Figure 1. The clock network.
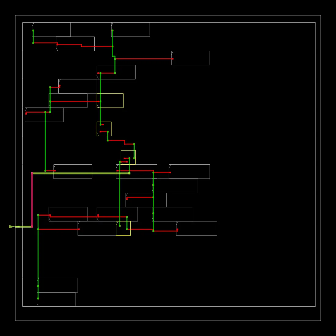
Figure 2. Sequential cells coloured by netlist name.
Scale bar: 20 um. Other sequential cells in the stronger grey, the rest of the logic in the fainter grey.
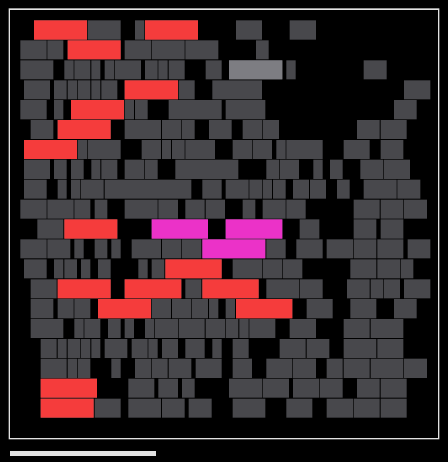
### src/rtl/hack_fetch_sequencer.sv
// Fetch/execute sequencer for the Hack CPU: fetches each instruction over a ROM
// req/ack handshake, strobes execution once, and resolves the jump into PC load/inc.
module hack_fetch_sequencer #(
  parameter int WIDTH       = 16,
  parameter bit HALT_DETECT = 1'b1
) (
  input  logic             clk,
  input  logic             reset,
  input  logic             run,
  input  logic             step,
  output logic             rom_req,
  input  logic             rom_ack,
  input  logic [WIDTH-1:0] instr,
  input  logic             alu_zr,
  input  logic             alu_ng,
  input  logic [WIDTH-1:0] a_reg,
  input  logic [WIDTH-1:0] pc_value,
  output logic             pc_reset,
  output logic             pc_load,
  output logic             pc_inc,
  output logic [WIDTH-1:0] ir,
  output logic             exec_en,
  output logic             busy,
  output logic             halted
);

  typedef enum logic [2:0] {
    S_INIT,
    S_IDLE,
    S_FETCH,
    S_EXEC,
    S_HALT
  } state_t;

  state_t           state;
  logic [WIDTH-1:0] ir_q;
  logic             step_prev;

  logic             step_rise;
  logic             is_c_instr;
  logic [2:0]       jump_bits;
  logic             jump;
  logic             halt_hit;

  assign step_rise  = step & ~step_prev;
  assign is_c_instr = ir_q[WIDTH-1];
  assign jump_bits  = ir_q[2:0];

  // Hack jump field: j1 = less than zero, j2 = equal to zero, j3 = greater than zero.
  assign jump = is_c_instr & ((jump_bits[2] & alu_ng) |
                              (jump_bits[1] & alu_zr) |
                              (jump_bits[0] & ~alu_ng & ~alu_zr));

  // An unconditional jump whose target is its own address can never make progress.
  assign halt_hit = HALT_DETECT && is_c_instr && (jump_bits == 3'b111) &&
                    (a_reg == pc_value);

  // NOTE: sequential state uses non-blocking assignments so every register
  // samples the pre-edge values of the others, independent of statement order.
  always_ff @(posedge clk) begin
    if (reset) begin
      state     <= S_INIT;
      ir_q      <= '0;
      step_prev <= 1'b0;
    end else begin
      step_prev <= step;
      case (state)
        S_INIT:  state <= S_IDLE;
        S_IDLE:  if (run || step_rise) state <= S_FETCH;
        S_FETCH: begin
          if (rom_ack) begin
            ir_q  <= instr;
            state <= S_EXEC;
          end
        end
        S_EXEC: begin
          if (halt_hit)  state <= S_HALT;
          else if (run)  state <= S_FETCH;
          else           state <= S_IDLE;
        end
        S_HALT:  state <= S_HALT;
        default: state <= S_INIT;
      endcase
    end
  end

  // NOTE: every output gets a default before the case so no path leaves one
  // unassigned, which would otherwise infer a latch.
  always_comb begin
    rom_req  = 1'b0;
    pc_reset = 1'b0;
    pc_load  = 1'b0;
    pc_inc   = 1'b0;
    exec_en  = 1'b0;
    busy     = 1'b0;
    halted   = 1'b0;
    if (!reset) begin
      case (state)
        S_INIT:  pc_reset = 1'b1;
        S_FETCH: begin
          rom_req = 1'b1;
          busy    = 1'b1;
        end
        S_EXEC: begin
          exec_en = 1'b1;
          busy    = 1'b1;
          pc_load = jump;
          pc_inc  = ~jump;
        end
        S_HALT:  halted = 1'b1;
        default: ;
      endcase
    end
  end

  assign ir = reset ? '0 : ir_q;

endmodule

### config.mk
export PLATFORM = sky130hd
export DESIGN_NAME = hack_fetch_sequencer
export DESIGN_NICKNAME = d
export VERILOG_FILES = /design/src/rtl/hack_fetch_sequencer.sv
export SDC_FILE = /design/constraint.sdc
export NUM_CORES = 1
export LEC_CHECK = 0
export CORE_UTILIZATION = 35
export DETAILED_ROUTE_END_ITERATION = 7
export PLACE_DENSITY = 0.8
export SYNTH_ARGS = -nofsm -noshare
export SYNTH_HDL_FRONTEND = slang
export SYNTH_SLANG_ARGS = --single-unit
export TNS_END_PERCENT = 50
### constraint.sdc
create_clock -name clk -period 1.51 [get_ports clk]
set_input_delay 0.302 -clock clk [delete_from_list [all_inputs] [get_ports clk]]
set_output_delay 0.302 -clock clk [all_outputs]
set_load 0.005 [all_outputs]
==> impl_results.html <==
<h3>Flow metrics</h3>
<table>
<tr><th>Metric</th><th>Value</th></tr>
<tr><th colspan="2">Cells and area</th></tr>
<tr><td>Clock tree buffer count of the final layout</td><td>4</td></tr>
<tr><td>Syn-to-layout area delta</td><td>95.1%</td></tr>
<tr><td>Post-layout instance area</td><td>~2200 um^2</td></tr>
<tr><td>Repair and plain buffers</td><td>approximately 97</td></tr>
<tr><th colspan="2">Setup path</th></tr>
<tr><td>Type of the setup path with the least slack</td><td>flop to output pin</td></tr>
<tr><td>Ordered cell list for the critical path</td><td>nor3b_1, a221o_1, and3_1, buf_2</td></tr>
<tr><td>Register-to-register setup slack</td><td>0.05 ns</td></tr>
<tr><td>CP max stage cell</td><td>sky130_fd_sc_hd__dfxtp_2</td></tr>
<tr><td>Critical Path End</td><td>pc_load</td></tr>
<tr><td>Critical path data arrival time</td><td>1.36 ns</td></tr>
<tr><th colspan="2">Hold path</th></tr>
<tr><td>WHS Endpoint</td><td>ir_q[2]</td></tr>
<tr><td>Hold WC Path Type</td><td>input pin to flop</td></tr>
<tr><th colspan="2">Clocking</th></tr>
<tr><td>Clock slew seen by the registers of the worst setup and hold paths</td><td>0.11 ns</td></tr>
<tr><td>TritonCTS clock tree</td><td>yes</td></tr>
<tr><th colspan="2">Die</th></tr>
<tr><td>Starting density of the core</td><td>36.6%</td></tr>
<tr><td>N_taps</td><td>44</td></tr>
<tr><td>Die Width</td><td>58.5 um</td></tr>
<tr><th colspan="2">Final timing</th></tr>
<tr><td>Slew headroom</td><td>a little over four fifths</td></tr>
<tr><td>Final hold violation count</td><td>0</td></tr>
<tr><td># setup viols final</td><td>2</td></tr>
<tr><td>Slew Limit Fails</td><td>0</td></tr>
<tr><td>Fin worst setup slack</td><td>-0.148 ns</td></tr>
<tr><th colspan="2">Global routing</th></tr>
<tr><td>Vias in the first global route</td><td>1288</td></tr>
<tr><td>Gr busiest metal</td><td>met2</td></tr>
<tr><th colspan="2">Placement</th></tr>
<tr><td>HPWL after DPL</td><td>2670 um</td></tr>
<tr><td>Inst Count DP</td><td>around 270</td></tr>
<tr><th colspan="2">Yosys</th></tr>
<tr><td>Flip-flop cell with the highest count after synthesis</td><td>sky130_fd_sc_hd__dfxtp_1</td></tr>
<tr><td>Yosys Instances</td><td>about 140</td></tr>
<tr><td>Total of flip-flops plus latches after synthesis</td><td>20</td></tr>
<tr><td>Most common cell in the synthesized netlist</td><td>sky130_fd_sc_hd__nand2_1</td></tr>
<tr><td>Netlist area before placement</td><td>1120 um^2</td></tr>
<tr><td>Area share of the largest cell type after synthesis</td><td>a little over a third</td></tr>
<tr><td>Sequential fraction of the synthesis area</td><td>35.8%</td></tr>
<tr><td>Post-Synthesis Net Count</td><td>197</td></tr>
<tr><td>Cell type with the largest total area after synthesis</td><td>sky130_fd_sc_hd__dfxtp_1</td></tr>
<tr><th colspan="2">Pwr</th></tr>
<tr><td>Power per Cell Area</td><td>638 nW/um^2</td></tr>
<tr><th colspan="2">Run status</th></tr>
<tr><td>Failing checks</td><td>setup timing</td></tr>
<tr><td>Outcome</td><td>finished with violations</td></tr>
<tr><th colspan="2">Detailed routing</th></tr>
<tr><td>Wirelength per Cell</td><td>around 13 um</td></tr>
<tr><td>Highest routing layer actually used</td><td>met4</td></tr>
<tr><td>Violation count after the first detailed-routing iteration</td><td>19</td></tr>
<tr><td>Vias post-DR</td><td>about 1300</td></tr>
</table>
Notes on Figure 1 above:
number of clock sinks seen by CTS: 20
clk_skew: 0.00125 ns
CTS buffer count: 3
Skew-Pair Late Insertion Delay: 0.29 ns
Clk power: 305 uW

Notes on Figure 2 above:
legend:
  magenta:
    signal: `state`
    sequential_cells: 3
  red:
    signal: `ir_q`
    sequential_cells: 16
area of all sequential standard cells: 413 um^2
fraction of the core area covered by cells at the end of the flow: 71.4%
flop share of the area: 18.9%
sequential-cell power consumption: 606 uW

==> logic make-up after synthesis <==
family                 count (synthesis)  share of synthesized area [%]
XOR/XNOR                              16                           12.5
AND-OR/OR-AND                         26                           13.1
buffers and inverters                 10                           4.48
AND/OR/NAND/NOR                       70                           34.0
flip-flops                            20                           35.8
==> state kept, by name, indices dropped and copies added, names as in the netlist <==
register	count
ir_q	16
step_prev	1
state	3
==> worst min-delay path, stage by stage <==
cell	delay [ns]
sky130_fd_sc_hd__buf_2	0.19
sky130_fd_sc_hd__buf_6	0.18
sky130_fd_sc_hd__a21oi_2	0.04
==> power breakdown <==
part           internal, mW  switching (mW)
clock                 0.147           0.158
combinational         0.297           0.182
sequential            0.570          0.0353
Power figures rest on the tool's default switching activity, not on a simulated workload.
